layer_met1.png
(3 px per um)
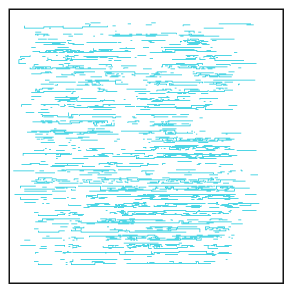
congestion.png
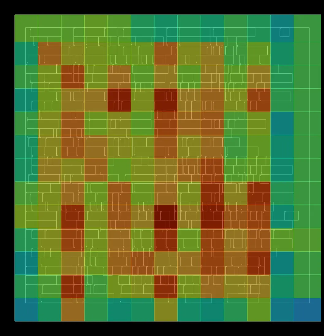
detail.png
Window x 56 to 81, y 56 to 81 um. Cells in gray, sequential cells in the stronger gray; small squares are vias.
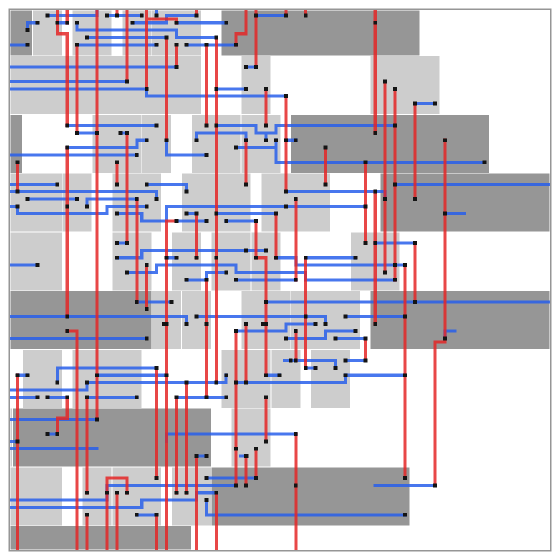
flops_by_reg.png
(4 px per um)
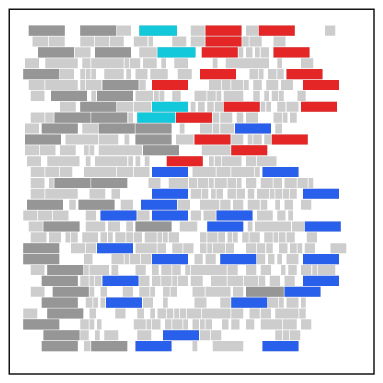
logic_types.png
(3 px per um)
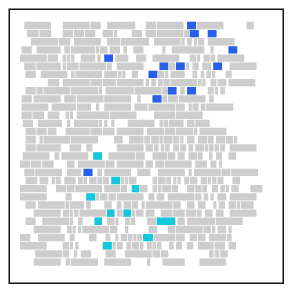
**config.mk**
```make
export PLATFORM = sky130hd
export DESIGN_NAME = stopwatch_ctrl
export DESIGN_NICKNAME = d
export VERILOG_FILES = /design/src/rtl/stopwatch_ctrl.sv
export SDC_FILE = /design/constraint.sdc
export NUM_CORES = 1
export LEC_CHECK = 0
export CORE_MARGIN = 3
export CORE_UTILIZATION = 52
export CTS_CLUSTER_DIAMETER = 30
export DETAILED_ROUTE_END_ITERATION = 10
export MAX_ROUTING_LAYER = met4
export PLACE_DENSITY = 0.74
export SYNTH_ARGS = -nofsm -noshare
export SYNTH_HDL_FRONTEND = slang
export SYNTH_SLANG_ARGS = --single-unit
```
**constraint.sdc**
```tcl
create_clock -name clk -period 2.33 [get_ports clk]
set_input_delay 0.699 -clock clk [delete_from_list [all_inputs] [get_ports clk]]
set_output_delay 0.699 -clock clk [all_outputs]
set_load 0.02 [all_outputs]
```
**src/rtl/stopwatch_ctrl.sv**
```systemverilog
// Stopwatch controller: button conditioning, run/pause/lap FSM, count-tick
// prescaler, lap capture and a multiplexed four-digit display scan.
`timescale 1ns/1ps
module stopwatch_ctrl #(
  parameter int unsigned TICK_DIV = 5000000,
  parameter int unsigned SCAN_DIV = 50000
) (
  input  logic       clk,
  input  logic       rst_n,
  input  logic       btn_start_stop,
  input  logic       btn_lap,
  input  logic       btn_clear,
  input  logic [3:0] ones,
  input  logic [3:0] tens,
  input  logic [3:0] hundreds,
  input  logic [3:0] thousands,
  output logic       cnt_en,
  output logic       cnt_clr,
  output logic [3:0] an,
  output logic [3:0] bcd,
  output logic [1:0] state,
  output logic       ovf
);

  localparam int unsigned PW = $clog2(TICK_DIV);
  localparam int unsigned SW = $clog2(SCAN_DIV);
  localparam int unsigned NB = 3;

  typedef enum logic [1:0] {
    S_IDLE  = 2'b00,
    S_RUN   = 2'b01,
    S_PAUSE = 2'b10,
    S_LAP   = 2'b11
  } state_t;

  state_t          state_q, state_d;
  logic [NB-1:0]   sync1, sync2, sync3, press;
  logic            clr_d, cap_c, running, all_nine;
  logic [PW-1:0]   presc;
  logic [SW-1:0]   scan;
  logic [1:0]      idx;
  logic [3:0][3:0] live, lap_q, src;

  assign live     = {thousands, hundreds, tens, ones};
  assign all_nine = (live == 16'h9999);
  assign running  = (state_q == S_RUN) || (state_q == S_LAP);
  assign cnt_en   = running && (presc == PW'(TICK_DIV - 1));
  assign state    = state_q;
  assign src      = (state_q == S_LAP) ? lap_q : live;

  // Two-flop synchronizer plus a delay flop for rising-edge detection; bit order {clear, lap, start_stop}.
  always_ff @(posedge clk or negedge rst_n) begin
    if (!rst_n) begin
      sync1 <= '0;
      sync2 <= '0;
      sync3 <= '0;
    end else begin
      sync1 <= {btn_clear, btn_lap, btn_start_stop};
      sync2 <= sync1;
      sync3 <= sync2;
    end
  end

  assign press = sync2 & ~sync3;

  always_ff @(posedge clk or negedge rst_n) begin
    if (!rst_n) state_q <= S_IDLE;
    else        state_q <= state_d;
  end

  // Next state; clear outranks start_stop, which outranks lap.
  always_comb begin
    state_d = state_q;
    clr_d   = 1'b0;
    cap_c   = 1'b0;
    case (state_q)
      S_IDLE: begin
        if (press[2])      clr_d   = 1'b1;
        else if (press[0]) state_d = S_RUN;
      end
      S_RUN: begin
        if (press[0]) state_d = S_PAUSE;
        else if (press[1]) begin
          state_d = S_LAP;
          cap_c   = 1'b1;
        end
      end
      S_LAP: begin
        if (press[0])      state_d = S_PAUSE;
        else if (press[1]) state_d = S_RUN;
      end
      S_PAUSE: begin
        if (press[2]) begin
          state_d = S_IDLE;
          clr_d   = 1'b1;
        end else if (press[0]) begin
          state_d = S_RUN;
        end
      end
      default: state_d = S_IDLE;
    endcase
  end

  // Tick prescaler: free-running while counting, frozen in PAUSE, zeroed in IDLE.
  always_ff @(posedge clk or negedge rst_n) begin
    if (!rst_n) begin
      presc <= '0;
    end else if (state_q == S_IDLE) begin
      presc <= '0;
    end else if (running) begin
      presc <= cnt_en ? '0 : presc + PW'(1);
    end
  end

  always_ff @(posedge clk or negedge rst_n) begin
    if (!rst_n) begin
      cnt_clr <= 1'b0;
      ovf     <= 1'b0;
      lap_q   <= '0;
    end else begin
      cnt_clr <= clr_d;
      if (clr_d)                    ovf <= 1'b0;
      else if (cnt_en && all_nine)  ovf <= 1'b1;
      if (cap_c) lap_q <= live;
    end
  end

  // Display scan runs in every state; an/bcd lag the index and source by one cycle.
  always_ff @(posedge clk or negedge rst_n) begin
    if (!rst_n) begin
      scan <= '0;
      idx  <= '0;
      an   <= 4'b1110;
      bcd  <= '0;
    end else begin
      if (scan == SW'(SCAN_DIV - 1)) begin
        scan <= '0;
        idx  <= idx + 2'd1;
      end else begin
        scan <= scan + SW'(1);
      end
      an  <= ~(4'b0001 << idx);
      bcd <= src[idx];
    end
  end

endmodule

```
==> run notes <==
The flow inserted 96 tap cells. The clock-pin slew reported for the worst setup and hold paths after clock tree synthesis is 0.09 ns. STA puts the critical path data arrival time at 2.73 ns. Counting flops and latches in the post-synthesis netlist gives 78. The average instance area after synthesis was 10.7 um^2; the number of setup violations in the final report was 20. The floorplan step defined a die boundary enclosing 8250 um^2.

The switching component of the power was reported as 0.945 mW. The layout report lists the non-clock buffer share of cell area as 15.0%. RePlAce ended its routability-driven mode at a weighted congestion of 0.887.

Before antenna repair, the detailed router went through 4 iterations. The signal on the critical path passes through buf_6 > or4b_1 > or4_4 > o31a_4 > clkbuf_16 > a21oi_2 > o21ai_1. Total power draw: 3.49 mW. With the routed via count divided by cell count at 5.64, the core footprint is 6870 um^2. The post-route clock period utilization works out to 107%. In this run, the synthesized area fraction spent on xor and xnor cells is recorded as 3.04%. Of the total power, the clock network draws 32.6%. The cell sitting at the root of the clock tree is a sky130_fd_sc_hd__clkbuf_8. The multi-input combinational cells in the finished layout cover a total of 1750 um^2.

Per the synthesis report, the AND-OR/OR-AND share of the synthesized area is 9.16%. According to the dpl log, the detail-placed design has an HPWL of 5.91 mm. Relative contribution of sequential cells to total power: 46.8%.

The net count of the finished layout is 457. Counting I/O delays and the setup requirement, the final critical path takes 2.49 ns. The required arrival time at the worst endpoint is 2.57 ns, and the sum of routed wire segments on met1 is 3.72 mm. For the number of clock buffers in the layout, the log shows 10. For the worst-skew pair, the clock arrives at the later sink with an insertion delay of 0.34 ns. The logs give -0.162 ns for the final setup slack of the worst path and 376 for the number of nets at floorplan. Power drawn by the combinational cells: 0.719 mW. The run gives 3740 um^2 as the synthesized chip area reported by yosys.

The die outline height came out at 90.8 um. For the number of antenna violations at the first check in global routing, the log shows 0. The count of inverters other than clock inverters in the layout came out at 23. The logs give 0 for the total congestion overflow after global routing and 0 for the max capacitance violation total.

For the number of violations reported at the end of detailed-routing iteration 0, the log shows 219. The topmost layer with routed signal wires was met4. The CTS sink count is 78. The power report attributes to the combinational group a share of 20.6%. The end of the worst register-to-register path is presc[20].

Per the placement report, the placed cell count is 509. For the worst reg-to-reg path, the startpoint reported by OpenROAD is presc[20]. The number of cell instances after yosys synthesis was 349. The via count of the first global-routing pass was 3106; the maximum achievable frequency was 401 MHz.

The start point of the critical path is presc[20]. TritonCTS built the clock tree. With the signed area change from the synthesized netlist to the final layout at 30.1%, the count of cells along the worst register-to-register path is 7. The capture point of the worst path is presc[20]. The residual antenna-violating net count after detailed routing was 0.

The tools report the power in the clock group as 1.14 mW. The critical-path cell with the highest stage delay is sky130_fd_sc_hd__or4_4. The largest cell class by area is registers.

For this design the static power due to leakage is 2.09 nW. Per the final report, the share of cell area in clock cells is 4.55%. The floorplan step set the die width to 90.8 um. The clock passes through at most 2 buffers.

Looking at the max-slew report, the worst-margin pin has a slew of 0.607 ns. The number of signal-net buffers in the layout works out to 80. The run finished, with violations left.

The cell taking the most area after synthesis is sky130_fd_sc_hd__dfrtp_1. Net switching is 27.1% of the power. The number of H-tree levels is 3. In the synthesized netlist, the dominant kind of combinational cell is simple AND/OR/NAND/NOR gates. Setup repair after global routing could not meet its margin everywhere. The number of sequential cells in the layout is 78. The kind of path behind the tightest hold check was input pin to asynchronous set/reset pin. The category of the worst setup path capture point is a register. The run gives 14.4 mm as the wire length of the first global-routing pass. Synthesis produced 349 cells. The number of combinational gates with multiple inputs was 238. The checks that failed: negative setup slack.

After synthesis, the cell types taking the most area are sky130_fd_sc_hd__dfrtp_1 (50%), sky130_fd_sc_hd__mux2_2 (4.8%), sky130_fd_sc_hd__mux4_2 (4.8%). For flop-to-flop paths, the worst setup slack is -0.16 ns. The max-slew headroom at the worst pin is 59.4%.
-- layer_met1.png (at the start) --
wire length on this layer: 3720 um
nets with wire on the layer: 418
share of all routed wire: 44%
global routing met1 resource utilization: 28.2%
total wire length after detailed routing: 8.50 mm
number of vias in the routed layout: 2997

-- congestion.png (at the start) --
met2 GRT Util: 36.4%
peak-usage layer in the global routing report: met2
met3 track demand over resource in global routing: 3.17%
per-cell routed wire length: 16.0 um

-- detail.png (at the start) --
legend:
  red:
    layer: metal 2
  blue:
    layer: metal 1
most frequent: dfrtp_1 (7), nor2_1 (5)
sequential cells in the window: 7
cells with their middle in the window: 42
netlist names of flops here include: scan (6), presc (1)

-- flops_by_reg.png (at the start) --
legend:
  cyan:
    netlist_name: an
    flops: 4
    where: top center
  red:
    netlist_name: scan
    flops: 16
  blue:
    netlist_name: presc
    flops: 23
not colored: 35
Seq. cell area: 1960 um^2
sequential-cell power consumption: 1.63 mW
final core utilization: 70.9%
sequential portion of the cell area: 40.2%

-- logic_types.png (at the start) --
legend:
  blue:
    family: xor and xnor cells
    cells: 13
    most_used: xor2_1
  cyan:
    family: non-inverting ao/oa cells
    cells: 10
non-filler cells, final: 531
multi-input combinational area share: 36.0%
most common library cell in the layout ignoring fill and taps: sky130_fd_sc_hd__dfrtp_1

## layout by cell type, fill, tap and decap left out, types with 8 or more instances in the layout
cell                              count
sky130_fd_sc_hd__clkbuf_8             9
sky130_fd_sc_hd__nand2_1             36
sky130_fd_sc_hd__inv_1               22
sky130_fd_sc_hd__nand3_1             20
sky130_fd_sc_hd__mux2_2              16
sky130_fd_sc_hd__nor3_1              12
sky130_fd_sc_hd__or3_1                8
sky130_fd_sc_hd__dfrtp_1             74
sky130_fd_sc_hd__nor4_1               9
sky130_fd_sc_hd__nand4_1              9
sky130_fd_sc_hd__clkdlybuf4s50_1     31
sky130_fd_sc_hd__buf_4               43
sky130_fd_sc_hd__mux4_2               8
sky130_fd_sc_hd__nor2_1              19
sky130_fd_sc_hd__xor2_1               8
sky130_fd_sc_hd__o21ai_1              9
sky130_fd_sc_hd__o21ai_0              8
## state kept, by name, indices dropped and copies added (netlist names)
name     cells
presc       23
lap_q       16
scan        16
an           4
bcd          4
sync1        3
sync2        3
sync3        3
idx          2
state        2
cnt_clr      1
ovf          1
## repair_timing
action	in CTS	in global routing
gates cloned	0	2
hold buffers	0	0
pin swaps	4	9
setup endpoints to repair	19	21
buffers inserted	0	4
gates resized	17	13
## through the flow
| step | setup TNS, ns | cell area [um^2] | worst slack [ns] |
|---|---|---|---|
| 5_1_grt | -3.65 | 4870 | -0.213 |
| 3_5_place_dp | -1.59 | 4490 | -0.283 |
| 4_1_cts | -1.73 | 4750 | -0.127 |
| 6_report | -2.33 | 4870 | -0.162 |
| 3_3_place_gp | -1.23 | 4490 | -0.250 |
| 2_1_floorplan | 0 | 3760 | 0.0173 |
## critical path, delay by kind of cell, from the launching register on
kind / cells / cell delay, ns
compound gates: 3 / 0.62
buf+inv: 2 / 0.31
flops: 1 / 0.41
simple gates: 2 / 1.05
Power and IR drop assume default switching activity.
